--- src/rtl/mdu_pkg.sv ---
// mdu_pkg: shared types and constants for the iterative multiply/divide unit.
// Op encodings follow RV32M funct3.
package mdu_pkg;

  localparam int XLEN_DEFAULT = 32;

  typedef enum logic [2:0] {
    OP_MUL    = 3'd0,
    OP_MULH   = 3'd1,
    OP_MULHSU = 3'd2,
    OP_MULHU  = 3'd3,
    OP_DIV    = 3'd4,
    OP_DIVU   = 3'd5,
    OP_REM    = 3'd6,
    OP_REMU   = 3'd7
  } op_e;

  typedef enum logic [1:0] {
    IDLE = 2'd0,
    CALC = 2'd1,
    DONE = 2'd2
  } state_e;

  localparam logic [XLEN_DEFAULT-1:0] DIV0_QUOT = '1;

endpackage

--- src/rtl/mdu_div_step.sv ---
// mdu_div_step: one restoring-division iteration on unsigned magnitudes.
// Shifts the next dividend bit into the remainder and trial-subtracts.
module mdu_div_step
  import mdu_pkg::*;
#(
  parameter int XLEN = XLEN_DEFAULT
) (
  input  logic [XLEN-1:0] rem,
  input  logic [XLEN-1:0] quot,
  input  logic [XLEN-1:0] divisor,
  output logic [XLEN-1:0] rem_nxt,
  output logic [XLEN-1:0] quot_nxt
);

  logic [XLEN:0] shifted;
  logic [XLEN:0] diff;

  assign shifted = {rem, quot[XLEN-1]};
  assign diff    = shifted - {1'b0, divisor};

  // rem < divisor, so the top bit of diff is a clean borrow flag
  assign rem_nxt  = diff[XLEN] ? shifted[XLEN-1:0]
                               : diff[XLEN-1:0];
  assign quot_nxt = {quot[XLEN-2:0], ~diff[XLEN]};

endmodule

--- src/rtl/mdu_iter.sv ---
// mdu_iter: iterative RV32M multiply/divide, one bit per cycle.
// Define MDU_DIV_EN to build the divider; without it ops 4-7 return 0.
module mdu_iter
  import mdu_pkg::*;
#(
  parameter int XLEN = XLEN_DEFAULT
) (
  input  logic            clk,
  input  logic            rst_n,
  input  logic            start,
  input  logic [2:0]      op,
  input  logic [XLEN-1:0] A,
  input  logic [XLEN-1:0] B,
  output logic            busy,
  output logic            done,
  output logic [XLEN-1:0] O
);

  localparam logic [1:0] S_IDLE = IDLE;
  localparam logic [1:0] S_CALC = CALC;
  localparam logic [1:0] S_DONE = DONE;

  localparam int CW = $clog2(XLEN);
  localparam logic [CW-1:0] LAST = CW'(XLEN - 1);
  localparam logic [XLEN-1:0] SMIN =
    {1'b1, {(XLEN-1){1'b0}}};

  logic [1:0]      state;
  logic [CW-1:0]   count;
  logic [2:0]      op_q;
  logic            neg_q;
  logic [XLEN-1:0] hi;
  logic [XLEN-1:0] lo;
  logic [XLEN-1:0] mcand;

  logic            a_sgn;
  logic            b_sgn;
  logic            neg_in;
  logic [XLEN-1:0] ma;
  logic [XLEN-1:0] mb;
  logic            special;
  logic [XLEN-1:0] spec_res;

  logic [XLEN:0]   sum;
  logic [XLEN-1:0] hi_n;
  logic [XLEN-1:0] lo_n;
  logic [2*XLEN-1:0] prod;
  logic [2*XLEN-1:0] prod_s;
  logic [XLEN-1:0] res;

  assign busy = (state == S_CALC);
  assign done = (state == S_DONE);

  always_comb begin
    a_sgn = 1'b0;
    b_sgn = 1'b0;
    unique case (op)
      OP_MUL, OP_MULH, OP_DIV, OP_REM: begin
        a_sgn = A[XLEN-1];
        b_sgn = B[XLEN-1];
      end
      OP_MULHSU: a_sgn = A[XLEN-1];
      default: ;
    endcase
  end

  // remainder takes the dividend's sign only
  assign neg_in = (op == OP_REM) ? a_sgn
                                 : a_sgn ^ b_sgn;
  assign ma = a_sgn ? -A : A;
  assign mb = b_sgn ? -B : B;

  always_comb begin
    special  = 1'b0;
    spec_res = '0;
`ifdef MDU_DIV_EN
    if (op[2]) begin
      if (B == '0) begin
        special  = 1'b1;
        spec_res = op[1] ? A : XLEN'(DIV0_QUOT);
      end else if (!op[0] && A == SMIN &&
                   B == '1) begin
        special  = 1'b1;
        spec_res = op[1] ? '0 : SMIN;
      end
    end
`else
    special = op[2];
`endif
  end

  // shift/add: product lives in {hi, lo}, multiplier drains from lo
  assign sum = {1'b0, hi} +
               (lo[0] ? {1'b0, mcand} : '0);

`ifdef MDU_DIV_EN
  logic [XLEN-1:0] d_rem;
  logic [XLEN-1:0] d_quot;
  logic [XLEN-1:0] q_s;
  logic [XLEN-1:0] r_s;

  mdu_div_step #(
    .XLEN(XLEN)
  ) u_step (
    .rem     (hi),
    .quot    (lo),
    .divisor (mcand),
    .rem_nxt (d_rem),
    .quot_nxt(d_quot)
  );

  assign hi_n = op_q[2] ? d_rem
                        : sum[XLEN:1];
  assign lo_n = op_q[2] ? d_quot
                        : {sum[0], lo[XLEN-1:1]};
  assign q_s  = neg_q ? -lo_n : lo_n;
  assign r_s  = neg_q ? -hi_n : hi_n;
`else
  assign hi_n = sum[XLEN:1];
  assign lo_n = {sum[0], lo[XLEN-1:1]};
`endif

  assign prod   = {hi_n, lo_n};
  assign prod_s = neg_q ? -prod : prod;

  always_comb begin
    res = prod_s[2*XLEN-1:XLEN];
    unique case (1'b1)
      (op_q == OP_MUL): res = prod_s[XLEN-1:0];
`ifdef MDU_DIV_EN
      (op_q[2] && !op_q[1]): res = q_s;
      (op_q[2] &&  op_q[1]): res = r_s;
`endif
      default: ;
    endcase
  end

  always_ff @(posedge clk or negedge rst_n) begin
    if (!rst_n) begin
      state <= S_IDLE;
      count <= '0;
      op_q  <= '0;
      neg_q <= 1'b0;
      hi    <= '0;
      lo    <= '0;
      mcand <= '0;
      O     <= '0;
    end else begin
      unique case (state)
        S_CALC: begin
          hi    <= hi_n;
          lo    <= lo_n;
          count <= count + CW'(1);
          if (count == LAST) begin
            state <= S_DONE;
            O     <= res;
          end
        end
        default: begin
          if (start) begin
            op_q  <= op;
            neg_q <= neg_in;
            if (special) begin
              state <= S_DONE;
              O     <= spec_res;
            end else begin
              state <= S_CALC;
              count <= '0;
              hi    <= '0;
              lo    <= op[2] ? ma : mb;
              mcand <= op[2] ? mb : ma;
            end
          end else begin
            state <= S_IDLE;
          end
        end
      endcase
    end
  end

endmodule

--- config.mk ---
export PLATFORM = sky130hd
export DESIGN_NAME = mdu_iter
export DESIGN_NICKNAME = d
export VERILOG_FILES = /design/src/rtl/mdu_pkg.sv /design/src/rtl/mdu_div_step.sv /design/src/rtl/mdu_iter.sv
export SDC_FILE = /design/constraint.sdc
export NUM_CORES = 1
export LEC_CHECK = 0
export CORE_MARGIN = 2
export CORE_UTILIZATION = 59
export CTS_CLUSTER_DIAMETER = 150
export CTS_CLUSTER_SIZE = 24
export DETAILED_ROUTE_END_ITERATION = 8
export GPL_ROUTABILITY_DRIVEN = 1
export PLACE_DENSITY = 0.78
export SYNTH_ARGS = -nofsm -noshare
export SYNTH_HDL_FRONTEND = slang
export SYNTH_HIERARCHICAL = 1
export SYNTH_SLANG_ARGS = --single-unit
--- constraint.sdc ---
create_clock -name clk -period 4.8 [get_ports clk]
set_input_delay 1.2 -clock clk [delete_from_list [all_inputs] [get_ports clk]]
set_output_delay 1.2 -clock clk [all_outputs]
set_load 0.01 [all_outputs]
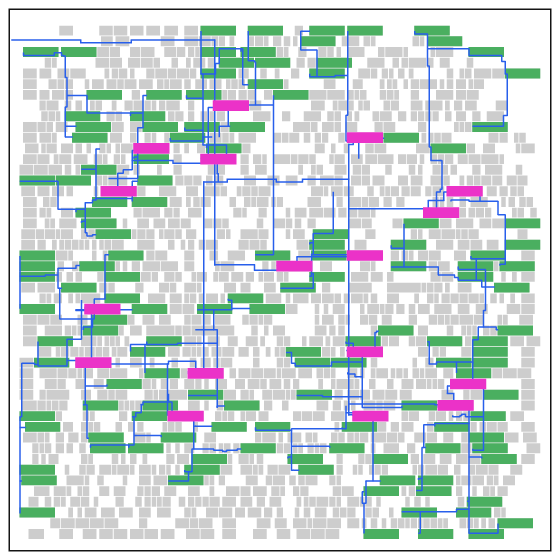
Figure 1: clock wires, drivers and flops.
legend:
  clock wires:
    color: blue
    length: 1960 microns
  cells driving clock nets:
    color: magenta
    count: 17
  flip-flops:
    color: green
    count: 139
routed clock nets: 18
flops lie: all over the die

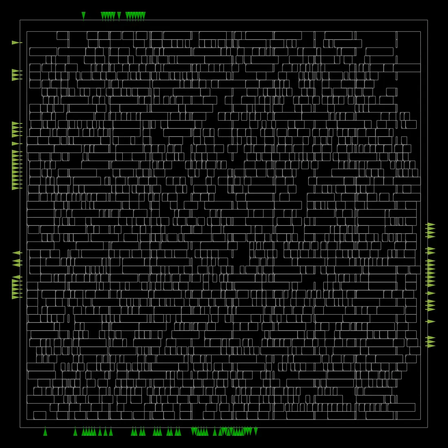
Figure 2: cell outlines without signal wires.
fill count: 1439
core area: 17300 sq um
row cnt: 48

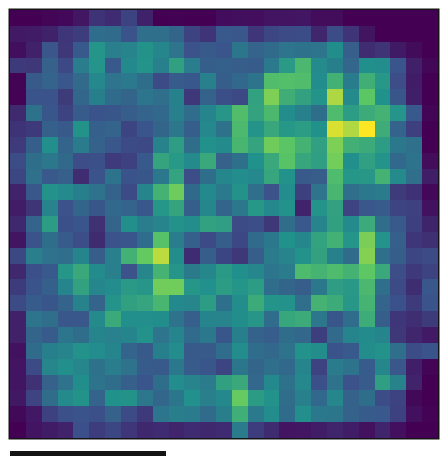
Figure 3: signal metal coverage by tile.
The bar under the picture is 50 microns long. The die is cut into 27 by 27 equal tiles; dark purple is low, yellow is high, scaled to the fullest tile. Values are wire area over tile area, all layers added.
nearly empty tiles: 4.5%
fullest tile: 0.75
densest ninth of the die: middle
tiles over half the peak: 21%
WL per Instance: 18.8 microns
total wire length: 30.3 mm
vias: 10100
Tot GR Track Use: 33.4%

==> results.tsv <==
stage	metric	value	unit
status	status	completed	
worst_setup_path	WP data required	5.14	ns
synth	post-synth cell types	70	
floorplanning	Die W	137	microns
cells_and_area	layout cells sized above 1	5.91	%
synth	Yosys warning total	6	
synth	Post-Syn Nets	1417	
final_timing	Final Max Tran Viols	0	
final_timing	relative slew slack	29.6	%
cts	number of CTS-inserted buffers	17	
global_route	M2 GR Usage	51.9	%
cts	Clock Pin Slew Worst Setup and Hold Paths	0.06	ns
global_route	number of global-route vias before repair	9351	
synth	yosys xor share	10.9	%
drt	drt first pass iters	5	
power	Internal Pwr Total	0.00397	W
cts	Clk Tree Root Cell	clkbuf_16	
synth	mux share	0.610	%
synth	post-synthesis cell count	1309	
synth	ys async rst share	100	%
final_timing	fin crit share	93.9	%
worst_setup_path	CP max FO	6	
global_route	grt met3 use	4.52	%
floorplanning	Die ar.	18800	sq um
final_timing	final setup violation count	0	
place	routability cong.	0.975	
global_route	layer with the highest usage	met2	
drt	ANT nets after route	0	
worst_setup_path	CP arrival	4.85	ns
cells_and_area	fin area	12200	sq um
cells_and_area	area delta synth->final	17.0	%
synth	EDFF count, synth	0	
hold_path	Hold WC Path Type	reg -> reg	
synth	commonest cells in the netlist	nand2_1 (175), o21ai_0 (146), dfrtp_1 (139)	
drt	DR vias/cell	6.28	
synth	Seq/Total Area, Yosys	33.2	%
synth	Compound Share, Synth	25.4	%
synth	yosys simple share	21.7	%
floorplanning	fp util	60.5	%
power	Pwr Density	616	nW/um^2
place	detailed-placement wirelength estimate	22.7	mm
power	switching share of power	47.3	%
global_route	largest net degree at the start of global routing	87	
synth	# Cells Yosys	1309	
drt	Initial DRC Count	902	
final_timing	TNS Setup	0	ns
cts	clock tree buffer depth	2	
final_timing	Slew @ Worst Pin	1.06	ns
cts	Resized cells post-CTS	0	
floorplanning	I/O pins	104	
synth	Avg Synthesized Cell Area	7.99	sq um
flow_run	MaxCap Viol Count	0	
cts	cts hold-fix bufs	0	
power	switching power total	0.00356	W
worst_setup_path	CP Capture Type	flop	
synth	Top-area cell share	33.2	%
global_route	met1 usage	47.7	%
floorplanning	die y size	137	microns
power	Clk pwr share	16.9	%
synth	Dominant flop cell	dfrtp_1	
place	IO Port Bufs	103	
place	Placed Area	11700	sq um
cts	CTS tree	built	
cells_and_area	Final #Nets	1484	
cts	post-CTS setup buffers	0	
global_route	initial antenna violation count	0	
worst_setup_path	Setup CP Type	reg -> reg	
power	LEAKAGE	5.09	nW
final_timing	Hold Slack	0.471	ns
synth	Synth area leaders	dfrtp_1 (33%), o21ai_0 (7.0%), nand2_1 (6.3%)	
cts	clk latency late pin	0.43	ns
cells_and_area	final design utilization	70.8	%
final_timing	RSZ-0062 raised after global routing	false	
global_route	gr ovfl total	0	
power	combinational fraction of design power	57.1	%
-- critical path, cell delays in order (launching register included) --
cell      delay [ns]
dfrtp_1         0.38
and2_1          0.16
ha_1            0.20
fa_1            0.44
a211oi_1        0.47
o21ai_1         0.15
buf_4           0.17
a221oi_1        0.47
nor2_1          0.11
nor3_1          0.22
nor3_1          0.15
or4b_2          0.74
nor4_1          0.42
nor3_1          0.09
o31ai_1         0.23
-- final cells by class --
type / count / area (sq um)
fill: 1439 / 5060
sequential: 139 / 3480
clock buffer: 21 / 470
clock inverter: 10 / 92.6
inverter: 21 / 78.8
timing repair buffer: 125 / 1200
tap: 225 / 282
multi-input combinational: 1072 / 6640
-- cell families after synthesis --
logic type | Yosys count
XOR/XNOR | 130
flip-flops | 139
adder cells (fa/ha/maj) | 38
AND/OR/NAND/NOR | 464
multiplexers | 6
AND-OR/OR-AND | 434
buffers and inverters | 98
-- metal layers --
layer / share of wire (%) / wire [microns] / vias up
met5: 0 / 0 / -
met4: 2.8 / 864 / 0
met3: 6.5 / 1980 / 60
met2: 46 / 13800 / 399
met1: 45 / 13700 / 4813
li1: - / - / 4863
-- state kept, by name, summed over array words and instances, names as in the netlist --
register	flops
O	32
hi	32
lo	32
mcand	32
count	5
op_q	3
state	2
neg_q	1
-- worst paths after layout --
check / start / endpoint / slack, ns / depth (start not counted)
max: mcand[0] / O[30] / 0.29 / 14
min: mcand[17] / mcand[17] / 0.47 / 2
max reg2reg: mcand[0] / O[30] / 0.29 / 14
min reg2reg: mcand[17] / mcand[17] / 0.47 / 2
max in group asynchronous: rst_n / hi[19] / 3.06 / 2
min in group asynchronous: rst_n / lo[4] / 0.81 / 1
-- metrics by stage --
stage / total power (W) / cells / setup WS (ns)
finish: 0.00754 / 1613 / 0.293
global route: 0.00806 / 1613 / 0.0382
CTS: 0.00746 / 1613 / 0.399
detailed placement: 0.00617 / 1582 / 0.402
global placement: 0.00611 / 1582 / 0.480
floorplan: 0.00491 / 1309 / 0.756
-- power groups by stage --
stage	registers, W	logic, W	clock network [W]
final	0.00196	0.00431	0.00128
after floorplan	0.00181	0.00310	0
after global routing	0.00200	0.00473	0.00133
after CTS	0.00194	0.00424	0.00128
after detailed placement	0.00196	0.00421	0
after global placement	0.00195	0.00416	0
-- layout by cell type (no fill, tap or decap), types with 7 or more instances in the layout --
cell and count:
a22oi_1 16, nor3_1 24, and3_1 8, xor2_1 64, a21oi_1 99, clkbuf_16 17
o31ai_1 29, o211ai_1 7, nand2b_1 12, inv_1 18, a21o_1 17, o41ai_1 12
nand4_1 13, a31oi_1 20, or2_2 10, buf_4 22, xnor2_1 66, or3_1 19
clkdlybuf4s50_1 102, nand3_1 21, nor2_1 89, dfrtp_1 139, o21ai_0 146, or4_1 10
ha_1 37, nand2_1 175, o21ai_1 23, nor4_1 16, a22o_1 24, and2_1 43
Power and IR drop assume default switching activity.
